===== config.mk =====
export PLATFORM = sky130hd
export DESIGN_NAME = karatsuba_mul8
export DESIGN_NICKNAME = d
export VERILOG_FILES = /design/src/rtl/karatsuba_mul8.sv
export SDC_FILE = /design/constraint.sdc
export NUM_CORES = 1
export LEC_CHECK = 0
export CORE_AREA = 2 2 112 158
export CTS_CLUSTER_DIAMETER = 200
export CTS_CLUSTER_SIZE = 12
export DETAILED_ROUTE_END_ITERATION = 8
export DIE_AREA = 0 0 114 160
export HOLD_SLACK_MARGIN = 0.06
export PLACE_DENSITY = 0.5
export SLEW_MARGIN = 20
export SYNTH_ARGS = -nofsm -noshare
export SYNTH_HDL_FRONTEND = slang
export SYNTH_SLANG_ARGS = --single-unit

===== constraint.sdc =====
create_clock -name clk -period 4.1 [get_ports clk]
set_input_delay 1.025 -clock clk [delete_from_list [all_inputs] [get_ports clk]]
set_output_delay 1.025 -clock clk [all_outputs]
set_load 0.05 [all_outputs]

===== src/rtl/karatsuba_mul8.sv =====
// Sequential 8x8 unsigned multiplier using one-level Karatsuba decomposition.
// It time-shares an external combinational 5x5 product ROM over three lookups.
module karatsuba_mul8 (
   input  logic        clk,
   input  logic        rst_n,
   input  logic        start,
   input  logic [7:0]  a,
   input  logic [7:0]  b,
   output logic [9:0]  rom_addr,
   input  logic [9:0]  rom_data,
   output logic        busy,
   output logic        done,
   output logic [15:0] product,
   output logic [2:0]  o_dbg_state
);

   typedef enum logic [2:0] {
      S_IDLE = 3'd0,
      S_Z0   = 3'd1,
      S_Z2   = 3'd2,
      S_Z1   = 3'd3,
      S_COMB = 3'd4
   } state_t;

   state_t      r_state;
   state_t      w_next;
   logic [7:0]  r_a;
   logic [7:0]  r_b;
   logic [9:0]  r_z0;
   logic [9:0]  r_z1;
   logic [9:0]  r_z2;
   logic [15:0] r_product;
   logic        r_done;

   logic [4:0]  w_sa;
   logic [4:0]  w_sb;
   logic [9:0]  w_mid;
   logic [15:0] w_sum;

   // Handshake: start is sampled only in IDLE; busy is high from the accepting
   // edge until the result edge; done pulses for one cycle as product updates.
   // A start seen while busy is dropped, not queued.

   assign w_sa  = {1'b0, r_a[3:0]} + {1'b0, r_a[7:4]};
   assign w_sb  = {1'b0, r_b[3:0]} + {1'b0, r_b[7:4]};
   // Middle term (al+ah)(bl+bh) - ah*bh - al*bl is never negative.
   assign w_mid = r_z1 - r_z2 - r_z0;
   assign w_sum = ({6'b0, r_z2} << 8) + ({6'b0, w_mid} << 4) + {6'b0, r_z0};

   always_ff @(posedge clk or negedge rst_n) begin
      if (!rst_n) begin
         r_state <= S_IDLE;
      end else begin
         r_state <= w_next;
      end
   end

   always_comb begin
      w_next = r_state;
      case (r_state)
         S_IDLE:  if (start) w_next = S_Z0;
         S_Z0:    w_next = S_Z2;
         S_Z2:    w_next = S_Z1;
         S_Z1:    w_next = S_COMB;
         S_COMB:  w_next = S_IDLE;
         default: w_next = S_IDLE;
      endcase
   end

   always_comb begin
      rom_addr = 10'd0;
      busy     = 1'b0;
      case (r_state)
         S_Z0:   begin rom_addr = {1'b0, r_b[3:0], 1'b0, r_a[3:0]}; busy = 1'b1; end
         S_Z2:   begin rom_addr = {1'b0, r_b[7:4], 1'b0, r_a[7:4]}; busy = 1'b1; end
         S_Z1:   begin rom_addr = {w_sb, w_sa};                     busy = 1'b1; end
         S_COMB: busy = 1'b1;
         default: ;
      endcase
   end

   always_ff @(posedge clk or negedge rst_n) begin
      if (!rst_n) begin
         r_a       <= 8'd0;
         r_b       <= 8'd0;
         r_z0      <= 10'd0;
         r_z1      <= 10'd0;
         r_z2      <= 10'd0;
         r_product <= 16'd0;
         r_done    <= 1'b0;
      end else begin
         r_done <= 1'b0;
         case (r_state)
            S_IDLE: if (start) begin
               r_a <= a;
               r_b <= b;
            end
            S_Z0:   r_z0 <= rom_data;
            S_Z2:   r_z2 <= rom_data;
            S_Z1:   r_z1 <= rom_data;
            S_COMB: begin
               r_product <= w_sum;
               r_done    <= 1'b1;
            end
            default: ;
         endcase
      end
   end

   assign done        = r_done;
   assign product     = r_product;
   assign o_dbg_state = r_state;

endmodule

Figure 1. Congestion heat map.
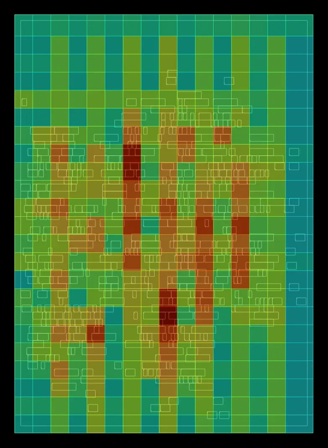
GR Util met3: 2.884%
routed len/inst: 13.91 um

Figure 2. Drive-strength map.
(2 px per um)
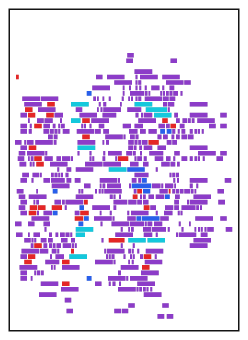
legend:
  red:
    size: drive 2
    cells: 35
  purple:
    size: drive 1 or less
    cells: 439
  blue:
    size: drive 3 to 4
    cells: 16
  cyan:
    size: drive 6 and up
    cells: 12
final critical-path setup slack: 0.1172 ns
Layout area overhead: 29.08%
Buffers, non-clock: 71
final instance area: 5343 um2

Figure 3. Gate families picked out.
(2 px per um)
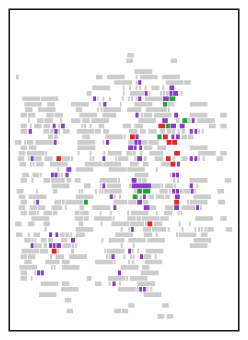
legend:
  purple:
    family: inverting AOI/OAI gates
    cells: 76
    most_used: o21ai_0
  red:
    family: AND-OR and OR-AND gates
    cells: 12
    most_used: a21o_1
  green:
    family: AND and OR gates
    cells: 9
    most_used: and3_1
Commonest Layout Cell: nand2_1
Final Non-Filler Cells: 708
Comb area share: 43.49%

==> Slide: Implementation Results <==
Key Metrics from the Run

Status
  – Status: finished clean

Worst setup path
  – FF-to-FF path depth: 15
  – Critical Path Sink Type: flop
  – Worst endpoint required time: between 4 and 5 ns
  – Top delay family on crit path: adder cells
  – CP peak stage delay: 0.61 ns

Layout
  – Logic area: 2323 um2
  – Share of post-route cells with drive strength above 1: between 10% and 20%
  – Flop count: between 60 and 70
  – Top Layout Cells: nand2_1 (84), dfrtp_1 (66), clkdlybuf4s50_1 (58), o21ai_0 (36), inv_1 (35)
  – Fraction of area in registers: 30.91%
  – Non-clock buffer share: roughly 13%

Logic synthesis
  – Synth async-reset ratio: 100.0%
  – Number of enable flip-flop cells: 0
  – Yosys Instances: 433
  – Synth Area per Inst: 9.559 um2
  – Top cells by area: dfrtp_1 (40%), ha_1 (11%), nand2_1 (7.6%)
  – Cells after synthesis: around 430
  – YS chip area: between 4000 and 5000 um2
  – Largest area contributor in the netlist: dfrtp_1
  – Yosys cell types: around 48

GRT
  – First-pass GRT wire length: ~17 mm
  – Overflow after GRT: 0
  – Vias in the first global route: between 3,000 and 4,000
  – GRT Util Overall: a little under an eighth
  – Initial antenna violation count: 0

STA
  – Max Clk Rate: approximately 250 MHz
  – RSZ-0062 raised after global routing: false
  – Period utilisation layout: approximately 100%
  – Slew Viols, Final: 0

Die
  – Die X: between 100 and 150 um
  – I/O pin cnt: ~60
  – Core box area: between 15,000 and 20,000 um2

Clock network
  – CTS buffer count: 9
  – Clk latency late pin: ~0.33 ns
  – Hold_buf cts: 0

Placed design
  – Port Buf Inserts: around 59

Route
  – Wire length on met3: about 460 um
  – Post-DR vias/cell: 4.555
Figure 4. Placed cells, one colour a class.
(2 px per um) Fill, decap, tap and diode cells in grey.
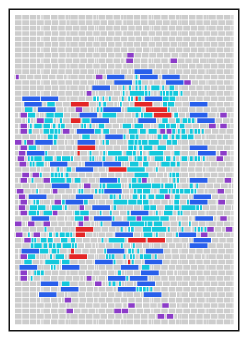
legend:
  red:
    class: clock drivers and dummy loads
    cells: 16
  cyan:
    class: all other logic
    cells: 349
  purple:
    class: other buffers and delay cells
    cells: 71
  blue:
    class: flip-flops
    cells: 66

Figure 5. The metal 3 layer.
(3 px per um)
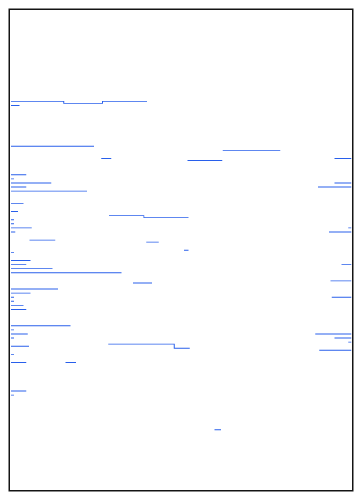
share of all routed wire: 4.7%
longest straight run: 36.6 um
Vias: 3,225
drt total wl: 9.849 mm

## worst paths after layout
kind                                   startpoint                 endpoint  slack [ns]
min                        product[7]$_DFFE_PN0P_   product[7]$_DFFE_PN0P_        0.48
max in group asynchronous                   rst_n      r_z1[9]$_DFFE_PN0P_        2.72
max                           r_z0[4]$_DFFE_PN0P_  product[15]$_DFFE_PN0P_        0.12
min in group asynchronous                   rst_n       r_b[0]$_DFFE_PN0P_        0.66
min reg2reg                product[7]$_DFFE_PN0P_   product[7]$_DFFE_PN0P_        0.48
max reg2reg                   r_z0[4]$_DFFE_PN0P_  product[15]$_DFFE_PN0P_        0.12
## per-layer routing
layer  global-route usage (%)  vias to the layer above
met3                    2.884                        8
met4                    3.659                        0
met5                        0                        -
met2                    20.59                       64
li1                         -                     1594
met1                    13.12                     1559
